===== src/rtl/dm_arb_pkg.sv =====
// Shared types and constants for the data-memory arbiter.
package dm_arb_pkg;

    typedef enum logic [1:0] {
        IDLE,
        BUSY,
        RESP
    } state_t;

    localparam int LOAD_W  = 3;
    localparam int STORE_W = 2;

    localparam logic REQ_CPU = 1'b0;
    localparam logic REQ_AUX = 1'b1;

endpackage


===== src/rtl/dm_arbiter_if.sv =====
// Requester and memory-side bundle of the data-memory arbiter.
interface dm_arbiter_if #(
    parameter int AW = 32,
    parameter int DW = 32
);
    import dm_arb_pkg::*;

    logic                m0_req;
    logic                m0_we;
    logic [AW-1:0]       m0_addr;
    logic [DW-1:0]       m0_wdata;
    logic [LOAD_W-1:0]   m0_load;
    logic [STORE_W-1:0]  m0_store;
    logic                m0_ack;
    logic [DW-1:0]       m0_rdata;
    logic                m0_stall;

    logic                m1_req;
    logic                m1_we;
    logic [AW-1:0]       m1_addr;
    logic [DW-1:0]       m1_wdata;
    logic [LOAD_W-1:0]   m1_load;
    logic [STORE_W-1:0]  m1_store;
    logic                m1_ack;
    logic [DW-1:0]       m1_rdata;

    logic                mem_we;
    logic [AW-1:0]       mem_addr;
    logic [DW-1:0]       mem_wdata;
    logic [LOAD_W-1:0]   mem_load;
    logic [STORE_W-1:0]  mem_store;
    logic [DW-1:0]       mem_rdata;

    modport slave (
        input  m0_req, m0_we, m0_addr, m0_wdata, m0_load, m0_store,
        input  m1_req, m1_we, m1_addr, m1_wdata, m1_load, m1_store,
        input  mem_rdata,
        output m0_ack, m0_rdata, m0_stall,
        output m1_ack, m1_rdata,
        output mem_we, mem_addr, mem_wdata, mem_load, mem_store
    );

    modport master (
        output m0_req, m0_we, m0_addr, m0_wdata, m0_load, m0_store,
        output m1_req, m1_we, m1_addr, m1_wdata, m1_load, m1_store,
        output mem_rdata,
        input  m0_ack, m0_rdata, m0_stall,
        input  m1_ack, m1_rdata,
        input  mem_we, mem_addr, mem_wdata, mem_load, mem_store
    );

endinterface


===== src/rtl/rr_arb2.sv =====
// Two-way round-robin arbiter: on a tie the requester not granted last wins.
module rr_arb2
    import dm_arb_pkg::*;
(
    input  logic req0,
    input  logic req1,
    input  logic last_grant,
    output logic grant_valid,
    output logic grant_idx
);

    always_comb begin
        grant_valid = req0 | req1;
        grant_idx   = REQ_CPU;
        unique case (1'b1)
            req0 & req1:  grant_idx = ~last_grant;
            req1 & ~req0: grant_idx = REQ_AUX;
            default:      grant_idx = REQ_CPU;
        endcase
    end

endmodule


===== src/rtl/dm_arbiter.sv =====
// Shares the single-port data memory between the CPU port and an aux master.
module dm_arbiter
    import dm_arb_pkg::*;
#(
    parameter int AW = 32,
    parameter int DW = 32
)(
    input logic         clk,
    input logic         rstn,
    dm_arbiter_if.slave bus
);

    state_t              state;
    logic                hold_idx;
    logic [AW-1:0]       hold_addr;
    logic [DW-1:0]       hold_wdata;
    logic [LOAD_W-1:0]   hold_load;
    logic [STORE_W-1:0]  hold_store;
    logic [DW-1:0]       rdata0;
    logic [DW-1:0]       rdata1;
    logic                last_grant;
    logic                ack0;
    logic                ack1;
    logic                mem_we_q;

    logic                req0;
    logic                req1;
    logic                gnt_valid;
    logic                gnt_idx;
    logic                win_we;
    logic [AW-1:0]       win_addr;
    logic [DW-1:0]       win_wdata;
    logic [LOAD_W-1:0]   win_load;
    logic [STORE_W-1:0]  win_store;

    // The requester being acked this cycle sits out the next arbitration.
    assign req0 = bus.m0_req & ~ack0;
    assign req1 = bus.m1_req & ~ack1;

    rr_arb2 u_arb (
        .req0        (req0),
        .req1        (req1),
        .last_grant  (last_grant),
        .grant_valid (gnt_valid),
        .grant_idx   (gnt_idx)
    );

    always_comb begin
        win_we    = bus.m0_we;
        win_addr  = bus.m0_addr;
        win_wdata = bus.m0_wdata;
        win_load  = bus.m0_load;
        win_store = bus.m0_store;
        if (gnt_idx == REQ_AUX) begin
            win_we    = bus.m1_we;
            win_addr  = bus.m1_addr;
            win_wdata = bus.m1_wdata;
            win_load  = bus.m1_load;
            win_store = bus.m1_store;
        end
    end

    always_ff @(posedge clk or negedge rstn) begin
        if (!rstn) begin
            state      <= IDLE;
            hold_idx   <= REQ_CPU;
            hold_addr  <= '0;
            hold_wdata <= '0;
            hold_load  <= '0;
            hold_store <= '0;
            rdata0     <= '0;
            rdata1     <= '0;
            last_grant <= REQ_AUX;
            ack0       <= 1'b0;
            ack1       <= 1'b0;
            mem_we_q   <= 1'b0;
        end else begin
            ack0     <= 1'b0;
            ack1     <= 1'b0;
            mem_we_q <= 1'b0;
            unique case (state)
                IDLE, RESP: begin
                    if (gnt_valid) begin
                        hold_idx   <= gnt_idx;
                        hold_addr  <= win_addr;
                        hold_wdata <= win_wdata;
                        hold_load  <= win_load;
                        hold_store <= win_store;
                        last_grant <= gnt_idx;
                        mem_we_q   <= win_we;
                        state      <= BUSY;
                    end else begin
                        state <= IDLE;
                    end
                end
                BUSY: begin
                    if (hold_idx == REQ_CPU) begin
                        rdata0 <= bus.mem_rdata;
                        ack0   <= 1'b1;
                    end else begin
                        rdata1 <= bus.mem_rdata;
                        ack1   <= 1'b1;
                    end
                    state <= RESP;
                end
                default: state <= IDLE;
            endcase
        end
    end

    assign bus.m0_ack    = ack0;
    assign bus.m1_ack    = ack1;
    assign bus.m0_rdata  = rdata0;
    assign bus.m1_rdata  = rdata1;
    assign bus.m0_stall  = bus.m0_req & ~ack0;
    assign bus.mem_we    = mem_we_q;
    assign bus.mem_addr  = hold_addr;
    assign bus.mem_wdata = hold_wdata;
    assign bus.mem_load  = hold_load;
    assign bus.mem_store = hold_store;

endmodule


===== src/flat_wrapper.sv =====
// flat-port wrapper written by rule: the top's interface ports become plain ports
module dm_arbiter_flat import dm_arb_pkg::*;
#(
    parameter int AW = 32,
    parameter int DW = 32
)
  (clk, rstn, bus_m0_req, bus_m0_we, bus_m0_addr, bus_m0_wdata, bus_m0_load, bus_m0_store, bus_m1_req, bus_m1_we, bus_m1_addr, bus_m1_wdata, bus_m1_load, bus_m1_store, bus_mem_rdata, bus_m0_ack, bus_m0_rdata, bus_m0_stall, bus_m1_ack, bus_m1_rdata, bus_mem_we, bus_mem_addr, bus_mem_wdata, bus_mem_load, bus_mem_store);
  dm_arbiter_if #(.AW(AW), .DW(DW)) bus_i ();
  input logic clk;
  input logic rstn;
  input wire logic [$bits(bus_i.m0_req)-1:0] bus_m0_req;
  input wire logic [$bits(bus_i.m0_we)-1:0] bus_m0_we;
  input wire logic [$bits(bus_i.m0_addr)-1:0] bus_m0_addr;
  input wire logic [$bits(bus_i.m0_wdata)-1:0] bus_m0_wdata;
  input wire logic [$bits(bus_i.m0_load)-1:0] bus_m0_load;
  input wire logic [$bits(bus_i.m0_store)-1:0] bus_m0_store;
  input wire logic [$bits(bus_i.m1_req)-1:0] bus_m1_req;
  input wire logic [$bits(bus_i.m1_we)-1:0] bus_m1_we;
  input wire logic [$bits(bus_i.m1_addr)-1:0] bus_m1_addr;
  input wire logic [$bits(bus_i.m1_wdata)-1:0] bus_m1_wdata;
  input wire logic [$bits(bus_i.m1_load)-1:0] bus_m1_load;
  input wire logic [$bits(bus_i.m1_store)-1:0] bus_m1_store;
  input wire logic [$bits(bus_i.mem_rdata)-1:0] bus_mem_rdata;
  output wire logic [$bits(bus_i.m0_ack)-1:0] bus_m0_ack;
  output wire logic [$bits(bus_i.m0_rdata)-1:0] bus_m0_rdata;
  output wire logic [$bits(bus_i.m0_stall)-1:0] bus_m0_stall;
  output wire logic [$bits(bus_i.m1_ack)-1:0] bus_m1_ack;
  output wire logic [$bits(bus_i.m1_rdata)-1:0] bus_m1_rdata;
  output wire logic [$bits(bus_i.mem_we)-1:0] bus_mem_we;
  output wire logic [$bits(bus_i.mem_addr)-1:0] bus_mem_addr;
  output wire logic [$bits(bus_i.mem_wdata)-1:0] bus_mem_wdata;
  output wire logic [$bits(bus_i.mem_load)-1:0] bus_mem_load;
  output wire logic [$bits(bus_i.mem_store)-1:0] bus_mem_store;
  assign bus_i.m0_req = bus_m0_req;
  assign bus_i.m0_we = bus_m0_we;
  assign bus_i.m0_addr = bus_m0_addr;
  assign bus_i.m0_wdata = bus_m0_wdata;
  assign bus_i.m0_load = bus_m0_load;
  assign bus_i.m0_store = bus_m0_store;
  assign bus_i.m1_req = bus_m1_req;
  assign bus_i.m1_we = bus_m1_we;
  assign bus_i.m1_addr = bus_m1_addr;
  assign bus_i.m1_wdata = bus_m1_wdata;
  assign bus_i.m1_load = bus_m1_load;
  assign bus_i.m1_store = bus_m1_store;
  assign bus_i.mem_rdata = bus_mem_rdata;
  assign bus_m0_ack = bus_i.m0_ack;
  assign bus_m0_rdata = bus_i.m0_rdata;
  assign bus_m0_stall = bus_i.m0_stall;
  assign bus_m1_ack = bus_i.m1_ack;
  assign bus_m1_rdata = bus_i.m1_rdata;
  assign bus_mem_we = bus_i.mem_we;
  assign bus_mem_addr = bus_i.mem_addr;
  assign bus_mem_wdata = bus_i.mem_wdata;
  assign bus_mem_load = bus_i.mem_load;
  assign bus_mem_store = bus_i.mem_store;
  dm_arbiter #(.AW(AW), .DW(DW)) u_core (.clk(clk), .rstn(rstn), .bus(bus_i));
endmodule

===== config.mk =====
export PLATFORM = sky130hd
export DESIGN_NAME = dm_arbiter_flat
export DESIGN_NICKNAME = d
export VERILOG_FILES = /design/src/rtl/dm_arb_pkg.sv /design/src/rtl/dm_arbiter_if.sv /design/src/rtl/rr_arb2.sv /design/src/rtl/dm_arbiter.sv /design/src/flat_wrapper.sv
export SDC_FILE = /design/constraint.sdc
export NUM_CORES = 1
export LEC_CHECK = 0
export ABC_CLOCK_PERIOD_IN_PS = 3100
export CAP_MARGIN = 30
export CORE_ASPECT_RATIO = 1.1
export CORE_MARGIN = 2
export CORE_UTILIZATION = 47
export DETAILED_ROUTE_END_ITERATION = 12
export PLACE_DENSITY = 0.87
export SYNTH_ARGS = -nofsm -noshare
export SYNTH_HDL_FRONTEND = slang
export SYNTH_SLANG_ARGS = --single-unit

===== constraint.sdc =====
create_clock -name clk -period 3.1 [get_ports clk]
set_input_delay 0.62 -clock clk [delete_from_list [all_inputs] [get_ports clk]]
set_output_delay 0.62 -clock clk [all_outputs]
set_load 0.02 [all_outputs]

placement.png
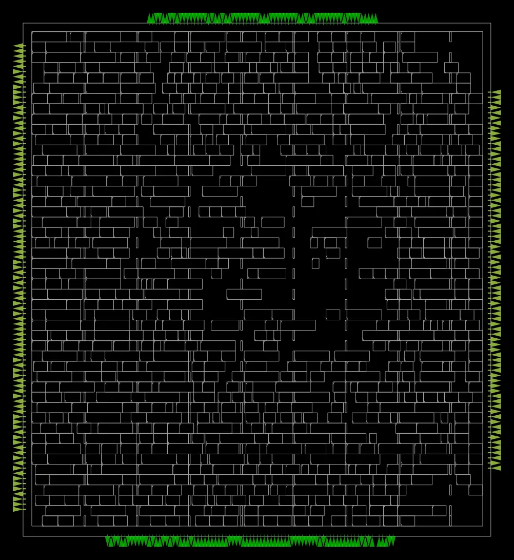
num sequential: 140
Seq/total area: 31.7%
Final Non-Filler Cells: 1,055

metal_density.png
(2 px per µm) 25 x 27 tiles, from dark purple (low) to yellow (high), scaled to the fullest tile. Values are wire area over tile area, all layers added.
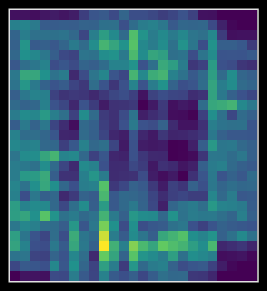
densest ninth of the die: south
nearly empty tiles: 3.1%
emptiest ninth of the die: center

wires.png
(3 px per µm) Two of the layers only.
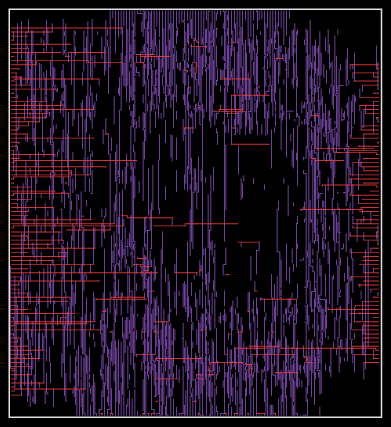
| layer | color | wire length |
|---|---|---|
| metal 2 | purple | 11,500 µm |
| metal 3 | red | 2,040 µm |
Total Wirelength: 23.4 mm
WL per Instance: 22.2 µm

==> qor.csv <==
stage,metric,value,unit
clock_network,clock_latency,0.42,ns
pwr,p_total,0.0124,W
grt,grt_pass1_wl,35.9,mm
drt,dr.pass1.iters,4,
place,dp_hpwl,15.7,mm
finish,clockNetworkAreaShare,5.38,%
die,fp.dieH,136,µm
synth,syn_avg_cell_area,12.9,µm²
synth,ys_top_cells_by_count,"139 x dfrtp_1, 70 x and3b_1, 70 x o21ai_0",
drt,route.vias.total,6258,
setup_path,rr_startpoint,u_core.bus.m0_ack$_DFF_PN0_,
finish,syn2layout_area_growth,49.7,%
pwr,power_leader,combinational cells,
pwr,comb_power,0.00687,W
timing,fin_skew,0.0120,ns
finish,seq_area,3510,µm²
synth,fp_nets,748,
die,row_count,48,
setup_path,cp_data_required_time,2.48,ns
drt,viasPerCell,5.93,
pwr,p_clk,0.00208,W
timing,timing.final.ws_setup,0.511,ns
synth,ys.warnings.count,0,
clock_network,cts.repair.resized,0,
setup_path,worstReg2RegEnd,u_core.bus.mem_addr[9]$_DFFE_PN0N_,
timing,min_period,2.59,ns
die,ios,313,
pwr,seqPwrFrac,27.8,%
die,coreArea,15600,µm²
min_path,hp-class,in2async,
synth,synth_cell_types,24,
finish,comb_area,3430,µm²
timing,finalClockPeriodUsage,83.5,%
grt,met2_usage,46.3,%
status,outcome,"complete, no violations",
place,placed_cells,1023,
timing,hold_slack,0.215,ns
place,dp_slack,0.453,ns
finish,nNetsFinal,1018,
grt,grt_pass1_vias,6749,
timing,hold_viol,0,
timing,rsz0062_at_grt,no,
synth,area_leaders,"dfrtp_1 47%, a2bb2oi_2 14%, mux2_2 9.7%",
pwr,power_density,1120,nW/µm²
drt,maxUsedRoutingLayer,met4,
drt,ant_nets,0,
timing,max_freq,386,MHz
place,gp_congestion,0.799,
grt,grt.busiest_layer,met2,
synth,ys_seq_share,47.4,%
place,io_buffer_count,312,
grt,grt_use_met1,32.5,%
setup_path,reg2regPathDepth,5,
drt,remaining_drc_errors,0,
die,die_x,124,µm
setup_path,cp-endpoint,bus_m0_stall,
place,dpl_cell_area,10500,µm²
setup_path,crit_type,in2out,
finish,bufAreaShareNonClock,29.5,%
timing,drv_slew,0,
clock_network,cts_hold_buffers,0,
pwr,p_leak,4.42,nW
finish,lay_top_count,clkdlybuf4s50_1,
clock_network,postCtsSetupBuffers,0,
timing,finalSetupViolations,0,
pwr,ir_drop,0.000671,V
pwr,power_frac_comb,55.4,%
finish,antennaDiodeCount,0,
synth,ys_cells,572,
finish,sh_comb_area,31.0,%
synth,yosysTopAreaCell,dfrtp_1,
flow_run,maxCapViolCount,0,
drt,drt-met1-wl,9.08,mm
pwr,p_int,0.00760,W
synth,edf_count,0,
finish,drive_gt1_share,22.2,%
setup_path,critPathMaxFanout,3,
drt,route.met3.wl,2.04,mm
synth,synth_cells,572,
clock_network,cts_tree,done,
grt,grt_usage,27.8,%
synth,top_cell,dfrtp_1,
finish,lay_top_cells,"310 x clkdlybuf4s50_1, 137 x dfrtp_1, 70 x o21ai_0",
timing,worstMarginPinSlew,0.996,ns
pwr,p_clk_share,16.8,%
setup_path,startpoint_type,input pin,
clock_network,cts-root-buf,clkbuf_16,
finish,finish.instance_area,11100,µm²
die,die_area,16700,µm²
die,taps,200,
-- worst max-delay path: stages --
cell             delay [ns]
clkdlybuf4s50_1        0.51
nand2b_2               0.10
inv_1                  0.07
clkdlybuf4s50_1        0.66
-- cell families (layout without fill, tap and decap cells) --
logic type / after synthesis / count (layout) / share of synthesized area, %
and+or+nand+nor: 78 / 78 / 9.00
DFF: 140 / 140 / 47.4
muxes: 64 / 64 / 9.75
buffers and inverters: 78 / 361 / 6.43
AOI/OAI and AO/OA: 212 / 212 / 27.4
-- sequential cells by signal, summed over array words and instances, names as in the netlist, 2 cells and up --
signal / cells
u_core.bus.mem_load: 3
u_core.bus.m1_rdata: 32
u_core.bus.mem_wdata: 32
u_core.bus.mem_addr: 32
u_core.bus.mem_store: 2
u_core.state: 2
u_core.bus.m0_rdata: 32
Power figures rest on the tool's default switching activity, not on a simulated workload.
